==> images/placed.png <==
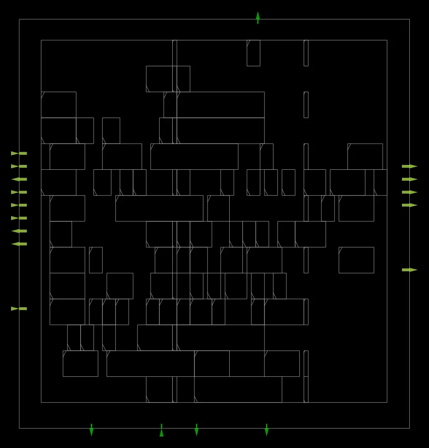
==> images/gates.png <==
Bar = 10 um.
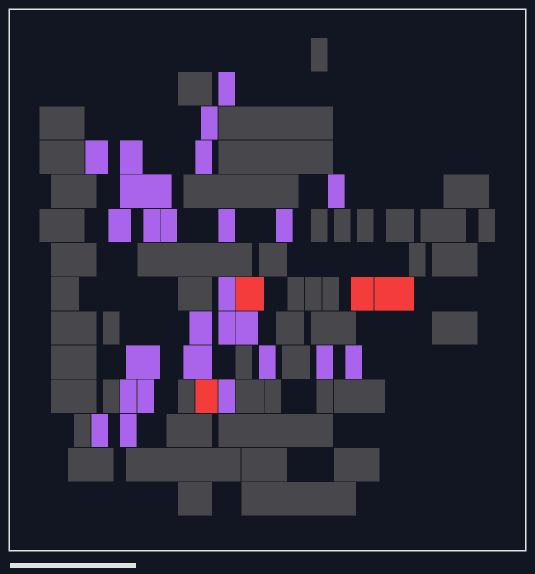
**src/rtl/control_pkg.sv**
```systemverilog
// Shared constants for the multicycle controller: opcode and ALU codes,
// state encoding and the decoded-instruction record.
package control_pkg;

  localparam logic [2:0] OP_ADD  = 3'b000;
  localparam logic [2:0] OP_SUB  = 3'b001;
  localparam logic [2:0] OP_TER  = 3'b010;
  localparam logic [2:0] OP_SW   = 3'b011;
  localparam logic [2:0] OP_LW   = 3'b100;
  localparam logic [2:0] OP_HALT = 3'b111;

  localparam logic [3:0] ALU_NONE = 4'b0000;
  localparam logic [3:0] ALU_ADD  = 4'b0010;
  localparam logic [3:0] ALU_SUB  = 4'b0110;
  localparam logic [3:0] ALU_TER  = 4'b0111;

  localparam logic [2:0] S_IDLE   = 3'd0;
  localparam logic [2:0] S_DECODE = 3'd1;
  localparam logic [2:0] S_EXEC   = 3'd2;
  localparam logic [2:0] S_MEM    = 3'd3;
  localparam logic [2:0] S_WB     = 3'd4;
  localparam logic [2:0] S_HALT   = 3'd5;

  typedef enum logic [2:0] {
    CLS_ALU,
    CLS_SW,
    CLS_LW,
    CLS_HALT,
    CLS_ILLEGAL
  } op_class_e;

  typedef struct packed {
    op_class_e  cls;
    logic [3:0] alu;
    logic       legal;
  } decode_t;

endpackage

```
**src/rtl/control_decode.sv**
```systemverilog
// Combinational opcode decoder: opcode -> {class, ALU code, legal}.
// LW is decoded only when CONTROL_MULTICICLO_LW_EN is defined.
module control_decode
  import control_pkg::*;
#(
  parameter int OPCODE_W = 3
) (
  input  logic [OPCODE_W-1:0] opcode,
  output decode_t             dec
);

  // Constants are widened so any nonzero upper opcode bit falls to default.
  always_comb begin
    // NOTE: default assignment first so every path drives dec (no latch).
    dec = '{cls: CLS_ILLEGAL, alu: ALU_NONE, legal: 1'b0};
    case (opcode)
      OPCODE_W'(OP_ADD):  dec = '{cls: CLS_ALU,  alu: ALU_ADD,  legal: 1'b1};
      OPCODE_W'(OP_SUB):  dec = '{cls: CLS_ALU,  alu: ALU_SUB,  legal: 1'b1};
      OPCODE_W'(OP_TER):  dec = '{cls: CLS_ALU,  alu: ALU_TER,  legal: 1'b1};
      OPCODE_W'(OP_SW):   dec = '{cls: CLS_SW,   alu: ALU_NONE, legal: 1'b1};
`ifdef CONTROL_MULTICICLO_LW_EN
      OPCODE_W'(OP_LW):   dec = '{cls: CLS_LW,   alu: ALU_NONE, legal: 1'b1};
`endif
      OPCODE_W'(OP_HALT): dec = '{cls: CLS_HALT, alu: ALU_NONE, legal: 1'b1};
      default:            dec = '{cls: CLS_ILLEGAL, alu: ALU_NONE, legal: 1'b0};
    endcase
  end

endmodule

```
**src/rtl/control_multiciclo.sv**
```systemverilog
// Multicycle Moore control unit: IDLE -> DECODE -> EXEC/MEM -> WB -> IDLE, HALT absorbing.
// Define CONTROL_MULTICICLO_LW_EN to compile in the LW (memory load) path.
module control_multiciclo
  import control_pkg::*;
#(
  parameter int OPCODE_W = 3,
  parameter int ALU_OP_W = 4
) (
  input  logic                clk,
  input  logic                rst_n,
  input  logic                instr_valid,
  input  logic [OPCODE_W-1:0] opcode,
  output logic                instr_ready,
  input  logic                mem_ready,
  output logic                we_br,
  output logic [ALU_OP_W-1:0] alu_op,
  output logic                sel_demux,
  output logic                we_mem,
  output logic                re_mem,
  output logic                busy,
  output logic                illegal_op,
  output logic                halted
);

  logic [2:0]          state, state_d;
  logic [OPCODE_W-1:0] opcode_q;
  logic                illegal_q;
  decode_t             dec;
  logic                is_lw;

  control_decode #(.OPCODE_W(OPCODE_W)) u_decode (
    .opcode (opcode_q),
    .dec    (dec)
  );

`ifdef CONTROL_MULTICICLO_LW_EN
  assign is_lw = (dec.cls == CLS_LW);
`else
  assign is_lw = 1'b0;
`endif

  always_comb begin
    state_d = state;
    case (state)
      S_IDLE:   if (instr_valid) state_d = S_DECODE;
      S_DECODE: begin
        case (dec.cls)
          CLS_ALU:       state_d = S_EXEC;
          CLS_SW,
          CLS_LW:        state_d = S_MEM;
          CLS_HALT:      state_d = S_HALT;
          default:       state_d = S_IDLE;
        endcase
      end
      S_EXEC:   state_d = S_WB;
      S_MEM:    if (mem_ready) state_d = is_lw ? S_WB : S_IDLE;
      S_WB:     state_d = S_IDLE;
      S_HALT:   state_d = S_HALT;
      default:  state_d = S_IDLE;
    endcase
  end

  // NOTE: sequential state uses non-blocking assignments only.
  always_ff @(posedge clk or negedge rst_n) begin
    if (!rst_n) begin
      state     <= S_IDLE;
      opcode_q  <= '0;
      illegal_q <= 1'b0;
    end else begin
      state     <= state_d;
      illegal_q <= (state == S_DECODE) && !dec.legal;
      if (state == S_IDLE && instr_valid) opcode_q <= opcode;
    end
  end

  // Outputs depend on registered state only, so reset clears them at once.
  assign instr_ready = (state == S_IDLE);
  assign busy        = (state != S_IDLE);
  assign halted      = (state == S_HALT);
  assign illegal_op  = illegal_q;
  assign we_br       = (state == S_WB);
  assign we_mem      = (state == S_MEM) && (dec.cls == CLS_SW);
  assign re_mem      = (state == S_MEM) && is_lw;
  assign sel_demux   = (state == S_MEM) || ((state == S_WB) && is_lw);
  assign alu_op      = ((state == S_EXEC) || ((state == S_WB) && (dec.cls == CLS_ALU)))
                       ? ALU_OP_W'(dec.alu) : '0;

endmodule

```
**config.mk**
```make
export PLATFORM = sky130hd
export DESIGN_NAME = control_multiciclo
export DESIGN_NICKNAME = d
export VERILOG_FILES = /design/src/rtl/control_pkg.sv /design/src/rtl/control_decode.sv /design/src/rtl/control_multiciclo.sv
export SDC_FILE = /design/constraint.sdc
export NUM_CORES = 1
export LEC_CHECK = 0
export ABC_AREA = 1
export CAP_MARGIN = 20
export CORE_AREA = 2 2 39 41
export DETAILED_ROUTE_END_ITERATION = 10
export DIE_AREA = 0 0 41 43
export PLACE_DENSITY = 0.65
export SETUP_SLACK_MARGIN = 0.02
export SLEW_MARGIN = 0
export SYNTH_ARGS = -nofsm -noshare
export SYNTH_HDL_FRONTEND = slang
export SYNTH_SLANG_ARGS = --single-unit
```
**constraint.sdc**
```tcl
create_clock -name clk -period 3.15 [get_ports clk]
set_clock_uncertainty 0.05 [all_clocks]
set_input_delay 0.945 -clock clk [delete_from_list [all_inputs] [get_ports clk]]
set_output_delay 0.945 -clock clk [all_outputs]
set_load 0.05 [all_outputs]
```
==> results.sh <==
# physical design summary
export IMPL_path_common_cell="nor2_1"
export IMPL_min_from="opcode_q[1]"
export IMPL_grt_pass1_wl_um=1500
export IMPL_p_clk_uw=78.6
export IMPL_grt_util_met2=0.172
export IMPL_wl_per_cell_um=9.21
export IMPL_worstRegToRegCells=6
export IMPL_ctsResizeCount=0
export IMPL_worst_path_max_fanout=4
export IMPL_placed_cells=92
export IMPL_max_freq_mhz=338
export IMPL_power_leakage_nw=0.320
export IMPL_wl_met1_um=418
export IMPL_slowest_stage="clkdlybuf4s50_1"
export IMPL_cp_required_ns=2.15
export IMPL_cp_endpoint="alu_op[0]"
export IMPL_top_logic_kind="simple AND/OR/NAND/NOR gates"
export IMPL_synth_main_ff_cell="dfrtp_1"
export IMPL_antenna_found_initial=0
export IMPL_drive_above_1_share=0.188
export IMPL_seq_share=0.274
export IMPL_status="complete, no violations"
export IMPL_min_path_type="flip-flop to flip-flop"
export IMPL_top_area_cell="dfrtp_1"
export IMPL_grtUsageMet3=0.0314
export IMPL_pg_seq_uw=181
export IMPL_seq_area_sq_um=175
export IMPL_ys_area_sq_um=444
export IMPL_end_kind="output port"
export IMPL_highest_layer="met3"
export IMPL_clk_path_buf_depth=2
## Picture notes: placed.png
row cnt: 14
flip-flops: 7
non-filler cells, final: 96
final core occ: 0.462

## Picture notes: gates.png
legend:
  red:
    family: aoi and oai cells
    cells: 4
    where: middle
  purple:
    family: nand cells
    cells: 26

